==> run_1/met1.png <==
Scale bar: 20 um.
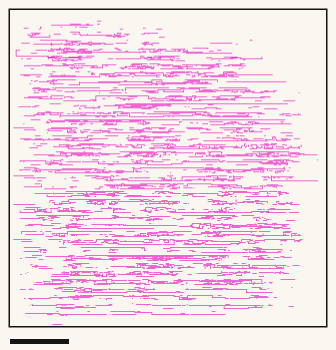
==> run_1/zoom.png <==
Scale bar: 20 um. Region (29, 50) to (79, 100) um. Cells in grey, sequential cells in the stronger grey; small squares are vias.
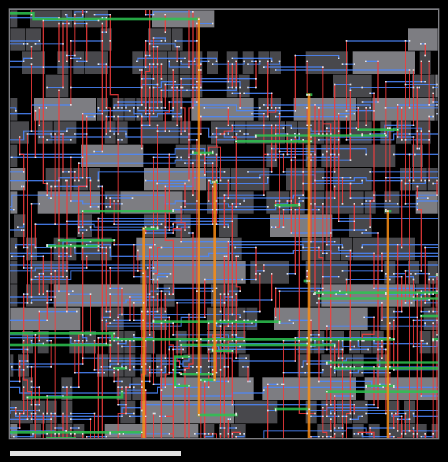
==> run_1/final_clocks.png <==
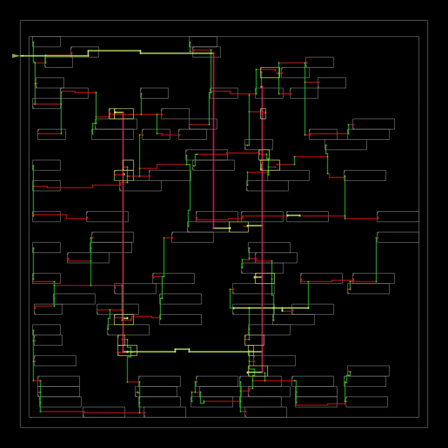
==> config.mk <==
export PLATFORM = sky130hd
export DESIGN_NAME = bp_resolve_queue
export DESIGN_NICKNAME = d
export VERILOG_FILES = /design/src/rtl/bp_resolve_queue.sv
export SDC_FILE = /design/constraint.sdc
export NUM_CORES = 1
export LEC_CHECK = 0
export ABC_AREA = 1
export ABC_CLOCK_PERIOD_IN_PS = 3500
export CAP_MARGIN = 40
export CORE_MARGIN = 2
export CORE_UTILIZATION = 53
export DETAILED_ROUTE_END_ITERATION = 8
export HOLD_SLACK_MARGIN = 0.1
export PLACE_DENSITY = 0.72
export SYNTH_ARGS = -nofsm -noshare
export SYNTH_HDL_FRONTEND = slang
export SYNTH_SLANG_ARGS = --single-unit
==> constraint.sdc <==
create_clock -name clk -period 3.5 [get_ports clk]
set_input_delay 0.7 -clock clk [delete_from_list [all_inputs] [get_ports clk]]
set_output_delay 0.7 -clock clk [all_outputs]
set_load 0.02 [all_outputs]
==> impl_metrics.toml, run 1 <==
# synthesis and place-and-route metrics
[run_status]
outcome = "finished, final reports clean"

[clock_network]
htree_levels = 3
clock_latency_ps = 370
cts_root_buffer = "clkbuf_8"
ctsHoldBuffers = 0
post_cts_buffers = 0
cts_tree = "yes"
numCtsBuffers = 9
cts_resized = 0
clockBufferDepth = 2
path_clk_slew_ps = 90

[grt]
gr-total-overflow = 0
grt_max_degree = 28
grt_pass1_vias = 4539
antenna_found_initial = 0

[die]
row_count = 37
fp_util_pct = 54.90
dieArea_sq_um = 11590
core_area_sq_um = 10370

[placement]
placement.setup.worst_slack_ps = 502.0
dpl.hpwl_um = 10750
port_buffers = 31
gp_congestion = 0.9245

[yosys]
compound_area_share_pct = 8.352
fp_nets = 765
synth_seq_share_pct = 44.31
syn_area_sq_um = 5693
xor_share_pct = 2.000
synth_warnings = 0
async_flop_share_pct = 0
simple_gate_area_share_pct = 32.55
synth_area_leader_cell = "edfxtp_1"
ys_cells = 740
ys.flop_type = "edfxtp_1"
top_cells_by_count = "231 x nand2_1, 109 x inv_1, 80 x nand3_1, 64 x edfxtp_1, 48 x nor2_1"
edf_count = 64
top_area_share_pct = 33.76

[min_path]
min_path_type = "flip-flop to flip-flop"
min_delay_path_depth = 2

[final_layout]
lay_top_cells = "231 x nand2_1, 109 x inv_1, 80 x nand3_1"
drive_above_1_share_pct = 8.963
final_area_sq_um = 6307
syn_to_final_growth_pct = 10.79
diodes = 0
nets = 801

[final_timing]
fin_ws_ps = 689.7
worstMarginPinSlew_ps = 708.6
max_clock_freq_mhz = 355.8
setup_viol = 0
finalSetupTns_ps = 0
max_slew_margin_pct = 52.71
slew_violations = 0
hold_viol_final = 0
grt_setup_unrepaired = "no"

[critical_path]
reg2regPathDepth = 11
end_kind = "flip-flop"

[power_and_ir_drop]
clockPowerShare_pct = 29.8
netSwitchingFraction_pct = 27.88
power_density_nw_per_um2 = 350.8
vdd_drop_max_mv = 0.2204

[route]
drc = 0
Notes on met1.png above:
nets with wire on the layer: 749
share of all routed wire: 43%
wire length on this layer: 6240 um
vias: 4977
met1 Use GR: 36.93%
final wirelength: 14350 um

Notes on zoom.png above:
| colour | layer |
|---|---|
| green | met3 |
| orange | met4 |
| red | met2 |
| blue | met1 |
most frequent: nand2_1 (63), nand3_1 (27), inv_1 (25)
sequential cells in the window: 22
cells with their middle in the window: 217

Notes on final_clocks.png above:
CTS sink count: 94
FFs & Latches: 94

## run 1: metrics by stage
stage	power, W	hold WS (ps)	cells
floorplan	0.001463	439.5	740
global placement	0.001567	438.9	901
detailed placement	0.001573	439.9	901
CTS	0.002220	453.5	917
global route	0.002297	465.0	917
finish	0.002213	450.9	917
## run 1: power groups by stage
stage / Sequential [W] / Clock [W] / Combinational (W)
after floorplan: 0.00126 / 0 / 0.000204
after global placement: 0.00125 / 0 / 0.000314
after detailed placement: 0.00125 / 0 / 0.000319
after global routing: 0.00123 / 0.000706 / 0.000359
after CTS: 0.00123 / 0.000671 / 0.000321
final: 0.00123 / 0.000660 / 0.000324
## run 1: critical path: stages (launching register included)
cell and delay (ps):
dfxtp_1 680, buf_4 280, nand2_1 70, nand3_1 80, nand2_1 110, nor2_2 570, xor2_1 250, nand2_1 90
nor2_1 180, nand3_1 110, nand3_1 100, nand2_1 60
## run 1: layer usage
layer	wire, um	global-route usage (%)	vias up
li1	-	-	2460
met4	433	11.26	0
met3	1050	3.269	30
met5	0	0	-
met1	6235	36.93	2272
met2	6629	41.78	215
## run 1: cell type report
type | count | area [sq um] | share of cell area [%]
Tap cell | 136 | 170.2 | 2.698
Sequential cell | 94 | 2522 | 39.99
Timing Repair Buffer | 42 | 405.4 | 6.427
Multi-Input combinational cell | 509 | 2587 | 41.02
Inverter | 120 | 452.9 | 7.181
Clock inverter | 4 | 23.77 | 0.3769
Clock buffer | 12 | 145.1 | 2.301
## run 1: cells by family after synthesis
group,after synthesis
XOR/XNOR,13
AND/OR/NAND/NOR,408
AND-OR/OR-AND,77
flip-flops,94
adder cells (fa/ha/maj),11
buffers and inverters,137
==> run_1/registers.png <==
Scale bar: 20 um. Other sequential cells in the stronger grey, the rest of the logic in the fainter grey.
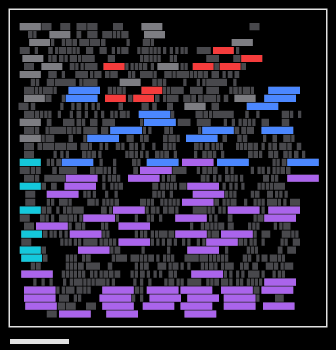

==> inputs of run 2 (changes only) <==
ABC_CLOCK_PERIOD_IN_PS = 2640   (was 3500)
clock period = 2.64 ns   (was 3.5 ns; I/O delays follow)
==> run_2/registers.png <==
Scale bar: 20 um. Other sequential cells in the stronger grey, the rest of the logic in the fainter grey.
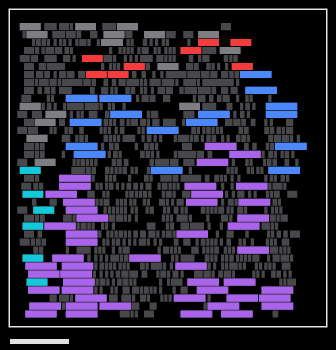
| colour | signal | sequential cells |
|---|---|---|
| red | vld_q | 8 |
| blue | st_q | 16 |
| cyan | upd_idx | 6 |
| purple | idx_q | 48 |
not coloured: 16
Seq power: 0.00163 W
FF/Latch Area: 2524 sq um
flop share of the area: 38.61%

==> run_2/met1.png <==
Scale bar: 20 um.
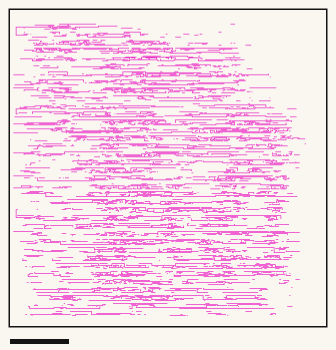
share of all routed wire: 44%
wire length on this layer: 6750 um
nets with wire on the layer: 774
main direction: horizontal
vias: 5138
met1 Use GR: 37.21%
final wirelength: 15220 um

==> run_2/zoom.png <==
Scale bar: 20 um. Region (29, 50) to (79, 100) um. Cells in grey, sequential cells in the stronger grey; small squares are vias.
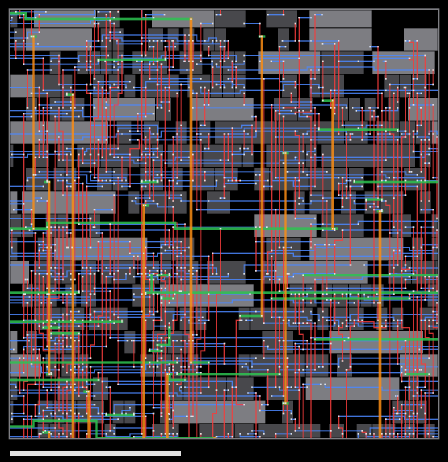
| colour | layer |
|---|---|
| blue | met1 |
| red | met2 |
| green | met3 |
| orange | met4 |
most frequent: nand2_1 (62), nand3_1 (30), inv_1 (28)
sequential cells in the window: 21
cells with their middle in the window: 237

==> run 2 against run 1 <==
Clock skew about the same. Setup slack got worse by 540 ps. First-iteration DRC count rose by 34%. Sequential share of layout area fell by 1.4 points. Die area stayed put.
==> impl_metrics.toml, run 2 <==
# synthesis and place-and-route metrics
[run_status]
outcome = "finished, final reports clean"

[clock_network]
cts_tree = "yes"
clkSinkCount = 94
ctsHoldBuffers = 0
clock_latency_ps = 380
clockBufferDepth = 2
cts_root_buffer = "clkbuf_8"
numCtsBuffers = 9
path_clk_slew_ps = 90
htree_levels = 3

[min_path]
min_path_type = "flip-flop to flip-flop"
min_delay_path_depth = 2

[yosys]
top_area_share_pct = 33.76
ys.flop_type = "edfxtp_1"
async_flop_share_pct = 0
ys_cells = 740
synth_area_leader_cell = "edfxtp_1"
xor_share_pct = 2.000
yosys-top-cells-area = "edfxtp_1 34%, nand2_1 15%, dfxtp_1 11%"
synth_cell_types = 43
synth_seq_share_pct = 44.31
syn_area_sq_um = 5693
compound_area_share_pct = 8.352
edf_count = 64
synth_flops = 94
synth-adder-area-share_pct = 2.549
synth_warnings = 0
simple_gate_area_share_pct = 32.55
top_cells_by_count = "231 x nand2_1, 109 x inv_1, 80 x nand3_1, 64 x edfxtp_1, 48 x nor2_1"
fp_nets = 765
topCombFamilyByArea = "simple AND/OR/NAND/NOR gates"

[placement]
placement.setup.worst_slack_ps = -156.6
port_buffers = 31
dp_cells = 920
gp_congestion = 0.9541
dpl.hpwl_um = 11560

[power_and_ir_drop]
power_density_nw_per_um2 = 470.4
leakage_nw = 2.969
vdd_drop_max_mv = 0.3164

[final_layout]
comb_area_sq_um = 2615
fillers = 939
nets = 825
syn_to_final_growth_pct = 14.81
drive_above_1_share_pct = 12.80
layout_top_cell = "nand2_1"
diodes = 0
fin_cells = 941
lay_top_cells = "231 x nand2_1, 108 x inv_1, 78 x nand3_1"

[grt]
gr-total-overflow = 0
grt_pass1_vias = 4977
grt_max_degree = 34
grt_pass1_wl_um = 24550
antenna_found_initial = 0

[route]
drc = 0
dr.first_iter.drc_count = 496
first_pass_iters = 5

[critical_path]
cp_common_cell = "nand2_1"
r2r_slack_ps = 150
reg2regPathDepth = 10
worstSetupStartpointType = "flip-flop"
critPathKind = "flip-flop to flip-flop"
worstPathArrival_ps = 2620
max_stage_delay_ps = 460
path_cells = "buf_4, nand2_1, o211ai_1, nand2_1, nor2_1, nand2_1, a21oi_4, nand3_4, nand3_1, nand2_1"
crit_path_top_delay_cell = "dfxtp_1"
required_ps = 2770
end_kind = "flip-flop"

[die]
io_pins = 32
row_count = 37
dieArea_sq_um = 11590
fp.dieW_um = 107.6
core_area_sq_um = 10370
fp_util_pct = 54.90
die_y_um = 107.6

[final_timing]
whs_ps = 466.4
max_clock_freq_mhz = 402.3
worstMarginPinSlew_ps = 570.0
max_slew_margin_pct = 61.91
fin_skew_ps = 15.32
slew_violations = 0
grt_setup_unrepaired = "yes"
setup_viol = 0
finalCritPeriodShare_pct = 94.14
hold_viol_final = 0
fin_ws_ps = 154.6

[job]
drv_cap = 0
## run 2: cell type report
class / count / area share, %
inverter: 120 / 6.987
multi-input combinational: 509 / 40.01
timing repair buffer: 66 / 8.767
sequential: 94 / 38.61
tap: 136 / 2.603
clock buffer: 10 / 1.953
clock inverter: 6 / 1.072
## run 2: what timing repair did
action                                  CTS  global route
setup buffers                             0             5
endpoints found under the setup margin    0            16
gates resized                             0             1
## run 2: through the flow
step | total power [W] | utilization, % | instance area (sq um) | TNS [ps]
after floorplan | 0.001944 | - | 5727 | 0
after global placement | 0.002100 | 60.74 | 6299 | -49.51
after detailed placement | 0.002111 | 60.74 | 6299 | -156.6
after CTS | 0.003065 | 62.64 | 6496 | 0
after global routing | 0.003191 | 63.03 | 6536 | -3.228
final | 0.003075 | 63.03 | 6536 | 0
## run 2: metal layers
metal	share of wire [%]	global-route usage, %
met1	44	37.21
met2	46	44.07
met3	6.3	5.387
met4	3.8	13.19
met5	0	0
## run 2: kinds of logic after synthesis
logic type	Yosys count
flops	94
xor+xnor	13
simple gates	408
fa+ha+maj	11
compound gates	77
buf+inv	137
## run 2: where the power goes
| part | switching, W | internal [W] |
|---|---|---|
| sequential | 0.0000205 | 0.00161 |
| combinational | 0.000299 | 0.000167 |
| clock | 0.000532 | 0.000447 |
| total | 0.000852 | 0.00222 |
## run 2: critical path, delay by kind of cell (launching register included)
family | cells | cell delay, ps
compound gates | 2 | 570
simple gates | 7 | 930
buf+inv | 1 | 270
flops | 1 | 460
Power is estimated from default activity; no workload was simulated.
